<file path="src/rtl/shreg_pkg.sv">
// Shared types for the universal shift register: operation modes and fill-width helper.
// The rotate modes are only decoded when SHREG_ROTATE_EN is defined.
package shreg_pkg;

    typedef enum logic [2:0] {
        SHREG_HOLD     = 3'b000,
        SHREG_SHIFT_UP = 3'b001,
        SHREG_SHIFT_DN = 3'b010,
        SHREG_LOAD     = 3'b011,
        SHREG_CLEAR    = 3'b100,
        SHREG_ROT_UP   = 3'b101,
        SHREG_ROT_DN   = 3'b110,
        SHREG_RSVD     = 3'b111
    } shreg_mode_e;

    // Bits needed to count 0..depth inclusive.
    function automatic int fill_width(input int depth);
        return $clog2(depth + 1);
    endfunction

endpackage

</file>
<file path="src/rtl/shreg_fill_ctr.sv">
// Saturating fill-level counter for the universal shift register.
// Clear has priority over set-full, which has priority over increment.
module shreg_fill_ctr
    import shreg_pkg::*;
#(
    parameter int DEPTH = 4,
    parameter int FW    = fill_width(DEPTH)
) (
    input  logic          i_clk,
    input  logic          i_rst_n,
    input  logic          i_inc,
    input  logic          i_set_full,
    input  logic          i_clr,
    output logic [FW-1:0] o_fill,
    output logic          o_full
);

    localparam logic [FW-1:0] FULL_C = FW'(DEPTH);

    logic [FW-1:0] fill_r;
    logic [FW-1:0] fill_nxt_s;

    // Next fill value; increments stop at DEPTH so the count never wraps.
    always_comb begin
        fill_nxt_s = fill_r;
        if (i_clr) begin
            fill_nxt_s = {FW{1'b0}};
        end else if (i_set_full) begin
            fill_nxt_s = FULL_C;
        end else if (i_inc && (fill_r != FULL_C)) begin
            fill_nxt_s = fill_r + FW'(1);
        end else begin
            fill_nxt_s = fill_r;
        end
    end

    // Fill register.
    always_ff @(posedge i_clk or negedge i_rst_n) begin
        if (!i_rst_n) begin
            fill_r <= {FW{1'b0}};
        end else begin
            fill_r <= fill_nxt_s;
        end
    end

    assign o_fill = fill_r;
    assign o_full = (fill_r == FULL_C);

endmodule

</file>
<file path="src/rtl/shreg_univ.sv">
// Universal shift register: DEPTH stages of WIDTH bits with shift, load, clear
// and (when SHREG_ROTATE_EN is defined) rotate modes, plus fill tracking.
module shreg_univ
    import shreg_pkg::*;
#(
    parameter int WIDTH = 4,
    parameter int DEPTH = 4
) (
    input  logic                         i_clk,
    input  logic                         i_rst_n,
    input  logic                         i_en,
    input  logic [2:0]                   i_mode,
    input  logic [WIDTH-1:0]             i_d,
    input  logic [DEPTH*WIDTH-1:0]       i_pdata,
    output logic [DEPTH*WIDTH-1:0]       o_q,
    output logic [WIDTH-1:0]             o_sout,
    output logic [fill_width(DEPTH)-1:0] o_fill,
    output logic                         o_full
);

    localparam int FW = fill_width(DEPTH);

    // Stage k lives at index k, so the packed array lines up with i_pdata/o_q.
    logic [DEPTH-1:0][WIDTH-1:0] stage_r;
    logic [DEPTH-1:0][WIDTH-1:0] stage_nxt_s;
    logic [WIDTH-1:0]            sout_r;
    logic [WIDTH-1:0]            sout_nxt_s;
    logic                        inc_s;
    logic                        set_full_s;
    logic                        clr_s;
    shreg_mode_e                 mode_s;

    assign mode_s = shreg_mode_e'(i_mode);

    // Mode decode: next stage contents, shifted-out word and fill-counter controls.
    always_comb begin
        stage_nxt_s = stage_r;
        sout_nxt_s  = sout_r;
        inc_s       = 1'b0;
        set_full_s  = 1'b0;
        clr_s       = 1'b0;
        if (i_en) begin
            case (mode_s)
                SHREG_SHIFT_UP: begin
                    stage_nxt_s = {stage_r[DEPTH-2:0], i_d};
                    sout_nxt_s  = stage_r[DEPTH-1];
                    inc_s       = 1'b1;
                end
                SHREG_SHIFT_DN: begin
                    stage_nxt_s = {i_d, stage_r[DEPTH-1:1]};
                    sout_nxt_s  = stage_r[0];
                    inc_s       = 1'b1;
                end
                SHREG_LOAD: begin
                    stage_nxt_s = i_pdata;
                    set_full_s  = 1'b1;
                end
                SHREG_CLEAR: begin
                    stage_nxt_s = {(DEPTH*WIDTH){1'b0}};
                    sout_nxt_s  = {WIDTH{1'b0}};
                    clr_s       = 1'b1;
                end
`ifdef SHREG_ROTATE_EN
                SHREG_ROT_UP: begin
                    stage_nxt_s = {stage_r[DEPTH-2:0], stage_r[DEPTH-1]};
                end
                SHREG_ROT_DN: begin
                    stage_nxt_s = {stage_r[0], stage_r[DEPTH-1:1]};
                end
`else
                SHREG_ROT_UP, SHREG_ROT_DN: begin
                    stage_nxt_s = stage_r;
                end
`endif
                default: begin
                    stage_nxt_s = stage_r;
                end
            endcase
        end else begin
            stage_nxt_s = stage_r;
        end
    end

    // Stage array and shifted-out word registers.
    always_ff @(posedge i_clk or negedge i_rst_n) begin
        if (!i_rst_n) begin
            stage_r <= {(DEPTH*WIDTH){1'b0}};
            sout_r  <= {WIDTH{1'b0}};
        end else begin
            stage_r <= stage_nxt_s;
            sout_r  <= sout_nxt_s;
        end
    end

    shreg_fill_ctr #(
        .DEPTH (DEPTH),
        .FW    (FW)
    ) u_fill_ctr (
        .i_clk      (i_clk),
        .i_rst_n    (i_rst_n),
        .i_inc      (inc_s),
        .i_set_full (set_full_s),
        .i_clr      (clr_s),
        .o_fill     (o_fill),
        .o_full     (o_full)
    );

    assign o_q    = stage_r;
    assign o_sout = sout_r;

endmodule

</file>
<file path="config.mk">
export PLATFORM = sky130hd
export DESIGN_NAME = shreg_univ
export DESIGN_NICKNAME = d
export VERILOG_FILES = /design/src/rtl/shreg_pkg.sv /design/src/rtl/shreg_fill_ctr.sv /design/src/rtl/shreg_univ.sv
export SDC_FILE = /design/constraint.sdc
export NUM_CORES = 1
export LEC_CHECK = 0
export CORE_UTILIZATION = 40
export CTS_CLUSTER_SIZE = 25
export DETAILED_ROUTE_END_ITERATION = 6
export GPL_TIMING_DRIVEN = 0
export MAX_ROUTING_LAYER = met4
export PLACE_DENSITY = 0.75
export REMOVE_ABC_BUFFERS = 1
export SLEW_MARGIN = 0
export SYNTH_ARGS = -nofsm -noshare
export SYNTH_HDL_FRONTEND = slang
export SYNTH_SLANG_ARGS = --single-unit
</file>
<file path="constraint.sdc">
create_clock -name i_clk -period 1.45 [get_ports i_clk]
set_input_delay 0.2175 -clock i_clk [delete_from_list [all_inputs] [get_ports i_clk]]
set_output_delay 0.2175 -clock i_clk [all_outputs]
set_load 0.05 [all_outputs]
</file>
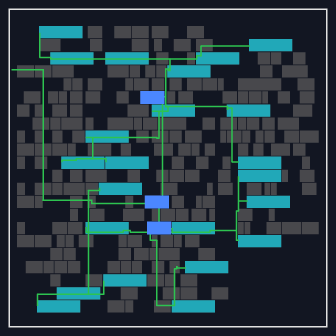
run_1/clock_wires.png
blue -> clock-net drivers  # count 3
green -> clock wires  # length 351 um
cyan -> flip-flops  # count 23
routed clock nets = 4

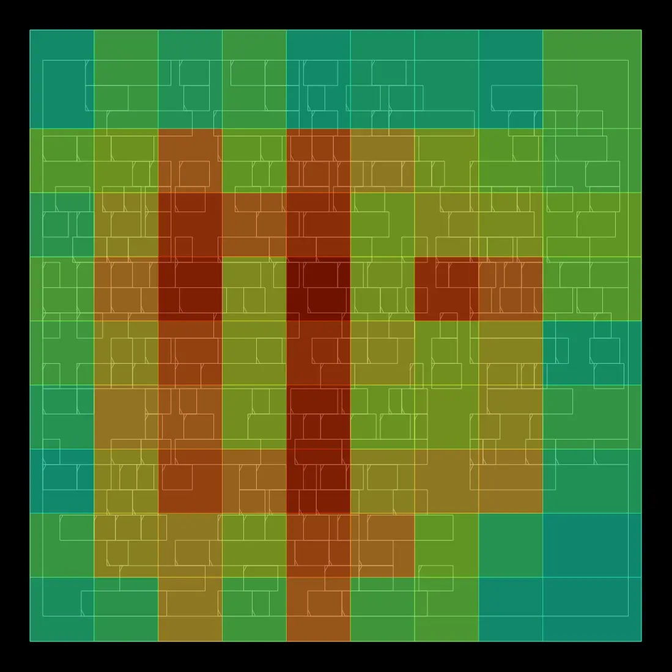
run_1/congestion_map.png
met1 global-route usage: 30.2%
met2 demand-to-capacity share in global routing: 38.6%

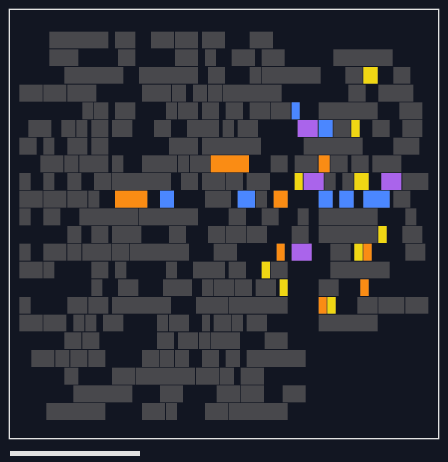
run_1/gates.png
The bar under the picture is 20 um long.
blue -> nand cells  # cells 7
yellow -> inv cells  # cells 9, most used inv_1, where right middle
purple -> xor and xnor cells  # cells 4, most used xnor2_1
orange -> nor cells  # cells 8, most used nor2_1

==> flow_results.xml, run 1 <==
<?xml version="1.0" encoding="UTF-8"?>
<metrics>
  <group name="critical_path">
    <metric name="worst-setup-path-type" unit="">reg -&gt; out</metric>
    <metric name="cp_top_family" unit="">flip-flops</metric>
    <metric name="cp-endpoint" unit="">o_full</metric>
    <metric name="cp_max_fo" unit="">2</metric>
    <metric name="path_depth" unit="">6</metric>
    <metric name="worstSetupStartpoint" unit="">u_fill_ctr.o_fill[0]$_DFFE_PN0P_</metric>
    <metric name="critical_path.reg2reg.endpoint" unit="">u_fill_ctr.o_fill[1]$_DFFE_PN0P_</metric>
  </group>
  <group name="hold_path">
    <metric name="hold-path-cell-count" unit="">2</metric>
    <metric name="capture_endpoint_of_the_worst_hold_path" unit="">o_sout[1]$_DFFE_PN0P_</metric>
  </group>
  <group name="final_layout">
    <metric name="signal_buffers" unit="">59</metric>
    <metric name="area.growth.synth_to_final" unit="%">35.6</metric>
    <metric name="insertedDiodeCount" unit="">0</metric>
    <metric name="largest_register_ff_count" unit="">16</metric>
    <metric name="layout_top_cell" unit="">sky130_fd_sc_hd__o31ai_1</metric>
    <metric name="mi_logic_area" unit="um^2">978</metric>
  </group>
  <group name="cts">
    <metric name="clockRootBuffer" unit="">sky130_fd_sc_hd__clkbuf_8</metric>
    <metric name="tritoncts" unit="">done</metric>
    <metric name="cts_sinks" unit="">23</metric>
    <metric name="clkSlewWorstSetupHoldPaths" unit="ns">0.09</metric>
    <metric name="cts_inserted_buffers" unit="">3</metric>
    <metric name="cts_htree_levels" unit="">1</metric>
  </group>
  <group name="floorplan">
    <metric name="dieHeight" unit="um">65.8</metric>
    <metric name="floorplanUtilization" unit="%">43.2</metric>
    <metric name="dieArea" unit="mm^2">0.00433</metric>
    <metric name="n_tap_cell" unit="">48</metric>
  </group>
  <group name="power">
    <metric name="internal_power" unit="mW">1.56</metric>
    <metric name="p_clk_share" unit="%">14.3</metric>
    <metric name="total_leakage_power" unit="nW">0.891</metric>
    <metric name="swShare" unit="%">46.5</metric>
    <metric name="report.power.total" unit="mW">2.91</metric>
  </group>
  <group name="sta">
    <metric name="endpoints_failing_hold" unit="">0</metric>
    <metric name="worst_slew_margin_rel" unit="%">28.3</metric>
    <metric name="slew_violations" unit="">0</metric>
    <metric name="final_setup_violating_endpoints" unit="">0</metric>
    <metric name="grt_setup_unrepaired" unit="">true</metric>
  </group>
  <group name="status">
    <metric name="run_status" unit="">complete, no violations</metric>
  </group>
  <group name="route">
    <metric name="route.antenna.remaining_nets" unit="">0</metric>
    <metric name="drtIter0Drc" unit="">77</metric>
    <metric name="drc_errors" unit="">0</metric>
  </group>
  <group name="synthesis">
    <metric name="synth.yosys.seq_area_share" unit="%">35.3</metric>
    <metric name="ys_sh_adder" unit="%">1.54</metric>
    <metric name="netlist_top_cells_area" unit="">sky130_fd_sc_hd__dfrtp_1 35%, sky130_fd_sc_hd__o31ai_1 11%, sky130_fd_sc_hd__or3b_2 8.6%</metric>
    <metric name="mux_share" unit="%">0</metric>
    <metric name="yosys-top-cells-count" unit="">24 x sky130_fd_sc_hd__o31ai_1, 23 x sky130_fd_sc_hd__dfrtp_1, 19 x sky130_fd_sc_hd__a21oi_1, 16 x sky130_fd_sc_hd__or3b_2, 15 x sky130_fd_sc_hd__o22ai_1</metric>
    <metric name="synth_async_sr_flop_share" unit="%">100</metric>
  </group>
  <group name="placed_design">
    <metric name="post_detail_place_hpwl" unit="um">2940</metric>
  </group>
  <group name="global_routing">
    <metric name="number_of_global_route_vias_before_repair" unit="">1661</metric>
    <metric name="grt_overflow_total" unit="">0</metric>
  </group>
</metrics>
-- run 1: per-stage QoR --
stage	TNS (ns)	std cells	hold WS [ns]	setup slack (ns)
after floorplan	-3.76	156	-0.0781	-0.334
after global placement	-37.25	253	0.532	-1.80
after detailed placement	-40.23	253	0.545	-1.89
after CTS	0	265	0.407	0.000388
after global routing	-0.251	267	0.449	-0.0522
final	0	267	0.418	0.00527
-- run 1: per-layer routing --
| layer | GRT usage, % | wire [um] | part of all wire (%) | vias up |
|---|---|---|---|---|
| li1 | - | - | - | 773 |
| met1 | 30.2 | 2000 | 44 | 779 |
| met2 | 38.6 | 2290 | 50 | 65 |
| met3 | 2.76 | 250 | 5.4 | 4 |
| met4 | 10.1 | 48 | 1.0 | 0 |
| met5 | - | 0 | 0 | - |
run_1/m3.png
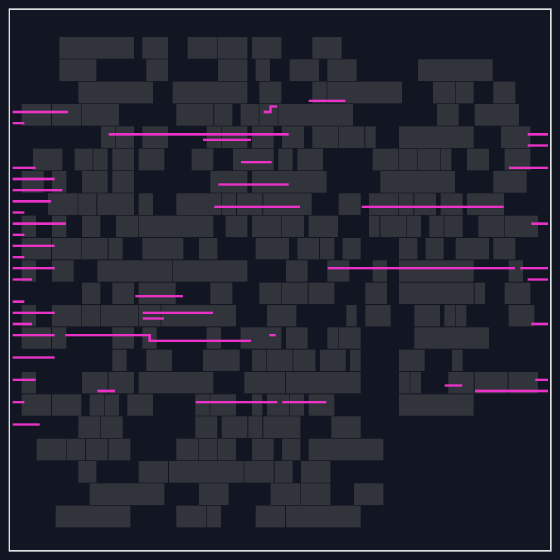

==> run 2: changes to the inputs <==
--- a/config.mk
+++ b/config.mk
@@ -6,11 +6,12 @@
 export NUM_CORES = 1
 export LEC_CHECK = 0
 export CORE_UTILIZATION = 40
+export CTS_CLUSTER_DIAMETER = 120
 export CTS_CLUSTER_SIZE = 25
 export DETAILED_ROUTE_END_ITERATION = 6
 export GPL_TIMING_DRIVEN = 0
 export MAX_ROUTING_LAYER = met4
-export PLACE_DENSITY = 0.75
+export PLACE_DENSITY = 0.7
 export REMOVE_ABC_BUFFERS = 1
 export SLEW_MARGIN = 0
 export SYNTH_ARGS = -nofsm -noshare
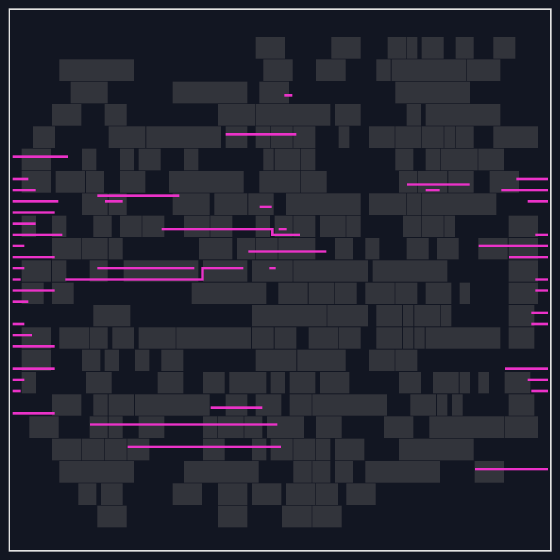
run_2/m3.png
longest straight run = 22.5 um
share of all routed wire = 5.3%
main direction = horizontal
nets with wire on the layer = 45
wire length on this layer = 250 um
met3 track demand over resource: 2.93%
routed via count: 1650
routed wire length: 4690 um

==> run 2 against run 1 <==
Net effect: the run now ends with setup timing left; worst setup slack worse by 0.022 ns; wire length grew 2.0%; first-iteration DRC count increased by 12%; cell count decreased by 0.37%; die area did not move; non-clock buffer count shrank 2; combinational power about the same; critical endpoint unchanged.
==> flow_results.xml, run 2 <==
<?xml version="1.0" encoding="UTF-8"?>
<metrics>
  <group name="status">
    <metric name="run_status" unit="">finished, violations left</metric>
    <metric name="violations_in_the_final_reports" unit="">setup timing</metric>
  </group>
  <group name="critical_path">
    <metric name="cp_max_fo" unit="">2</metric>
    <metric name="cp-endpoint" unit="">o_full</metric>
    <metric name="critical_path.cell_chain" unit="">buf_6, inv_4, ha_4, nand2_2, inv_2, buf_8</metric>
    <metric name="cp_top_family" unit="">buffers and inverters</metric>
    <metric name="worstSetupStartpoint" unit="">u_fill_ctr.o_fill[0]$_DFFE_PN0P_</metric>
    <metric name="critical_path.reg2reg.endpoint" unit="">u_fill_ctr.o_fill[1]$_DFFE_PN0P_</metric>
    <metric name="path_depth" unit="">6</metric>
  </group>
  <group name="sta">
    <metric name="final_setup_violating_endpoints" unit="">1</metric>
    <metric name="timing.setup.tns" unit="ns">-0.0170</metric>
    <metric name="achievable-frequency" unit="MHz">682</metric>
    <metric name="worst_slew_margin_rel" unit="%">29.6</metric>
    <metric name="final.hold.worst_slack" unit="ns">0.408</metric>
    <metric name="layout_setup_ws" unit="ns">-0.0170</metric>
    <metric name="slew_violations" unit="">0</metric>
    <metric name="endpoints_failing_hold" unit="">0</metric>
    <metric name="grt_setup_unrepaired" unit="">true</metric>
  </group>
  <group name="synthesis">
    <metric name="syn-mean-instance-area" unit="um^2">9.36</metric>
    <metric name="netlist_logic_family_top" unit="">AND-OR/OR-AND gates</metric>
    <metric name="yosys-top-cells-count" unit="">24 x sky130_fd_sc_hd__o31ai_1, 23 x sky130_fd_sc_hd__dfrtp_1, 19 x sky130_fd_sc_hd__a21oi_1, 16 x sky130_fd_sc_hd__or3b_2, 15 x sky130_fd_sc_hd__o22ai_1</metric>
    <metric name="netlist_top_cells_area" unit="">sky130_fd_sc_hd__dfrtp_1 35%, sky130_fd_sc_hd__o31ai_1 11%, sky130_fd_sc_hd__or3b_2 8.6%</metric>
    <metric name="mux_share" unit="%">0</metric>
    <metric name="synth.yosys.seq_area_share" unit="%">35.3</metric>
    <metric name="yosys_warnings" unit="">0</metric>
    <metric name="synth_async_sr_flop_share" unit="%">100</metric>
    <metric name="synth-seq-cells" unit="">23</metric>
    <metric name="ys_sh_adder" unit="%">1.54</metric>
    <metric name="synthAoiAreaFrac" unit="%">36.5</metric>
  </group>
  <group name="route">
    <metric name="drc_errors" unit="">0</metric>
    <metric name="drtIter0Drc" unit="">86</metric>
    <metric name="route.antenna.remaining_nets" unit="">0</metric>
    <metric name="met2_wirelength" unit="um">2310</metric>
    <metric name="route.met3.wl" unit="um">249</metric>
  </group>
  <group name="floorplan">
    <metric name="area_of_the_core_region" unit="mm^2">0.00377</metric>
    <metric name="floorplanUtilization" unit="%">43.2</metric>
    <metric name="dieArea" unit="mm^2">0.00433</metric>
    <metric name="dieHeight" unit="um">65.8</metric>
  </group>
  <group name="cts">
    <metric name="clockRootBuffer" unit="">sky130_fd_sc_hd__clkbuf_8</metric>
    <metric name="cts_sinks" unit="">23</metric>
    <metric name="cts_inserted_buffers" unit="">3</metric>
    <metric name="cts_htree_levels" unit="">1</metric>
    <metric name="clkSlewWorstSetupHoldPaths" unit="ns">0.08</metric>
    <metric name="tritoncts" unit="">done</metric>
  </group>
  <group name="global_routing">
    <metric name="grt_overflow_total" unit="">0</metric>
    <metric name="number_of_global_route_vias_before_repair" unit="">1622</metric>
    <metric name="grt.met2_usage" unit="%">37.5</metric>
  </group>
  <group name="placed_design">
    <metric name="post_detail_place_hpwl" unit="um">2990</metric>
  </group>
  <group name="final_layout">
    <metric name="largest_register_ff_count" unit="">16</metric>
    <metric name="insertedDiodeCount" unit="">0</metric>
    <metric name="finish.instance_area" unit="mm^2">0.00224</metric>
  </group>
  <group name="run">
    <metric name="drv_cap" unit="">0</metric>
  </group>
  <group name="hold_path">
    <metric name="hold-path-cell-count" unit="">2</metric>
    <metric name="capture_endpoint_of_the_worst_hold_path" unit="">o_sout[0]$_DFFE_PN0P_</metric>
  </group>
  <group name="power">
    <metric name="total_leakage_power" unit="nW">0.887</metric>
    <metric name="report.power.total" unit="mW">2.87</metric>
  </group>
</metrics>
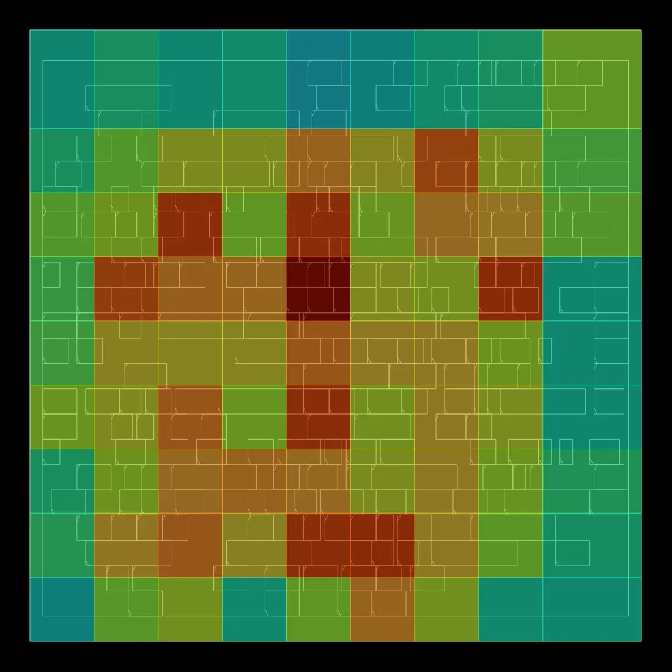
run_2/congestion_map.png
met1 global-route usage: 31.2%
Wirelength per Cell: 17.6 um
core occupancy in the finished layout: 59.3%
GR peak layer: met2
global routing usage summed across all routing layers: 23.7%

-- run 2: cell counts after synthesis --
Identical to the previous run, type by type.
-- run 2: metrics by stage --
step	instances	worst slack, ns
3_5_place_dp	253	-1.90
4_1_cts	263	-0.0244
5_1_grt	266	-0.0650
3_3_place_gp	253	-1.83
6_report	266	-0.0170
2_1_floorplan	156	-0.334
-- run 2: power breakdown --
part	switching [mW]	internal [mW]	leakage [nW]
registers	0.152	0.780	0.292
clock network	0.205	0.196	0.0228
logic	0.974	0.566	0.572
-- run 2: cell type report --
class | count | area, um^2 | area share, %
Multi-Input combinational cell | 125 | 992 | 44.4
Inverter | 9 | 36.3 | 1.62
Tap cell | 48 | 60.1 | 2.69
Timing Repair Buffer | 57 | 527 | 23.6
Sequential cell | 23 | 576 | 25.7
Clock buffer | 4 | 45.0 | 2.01
Power figures rest on the tool's default switching activity, not on a simulated workload.
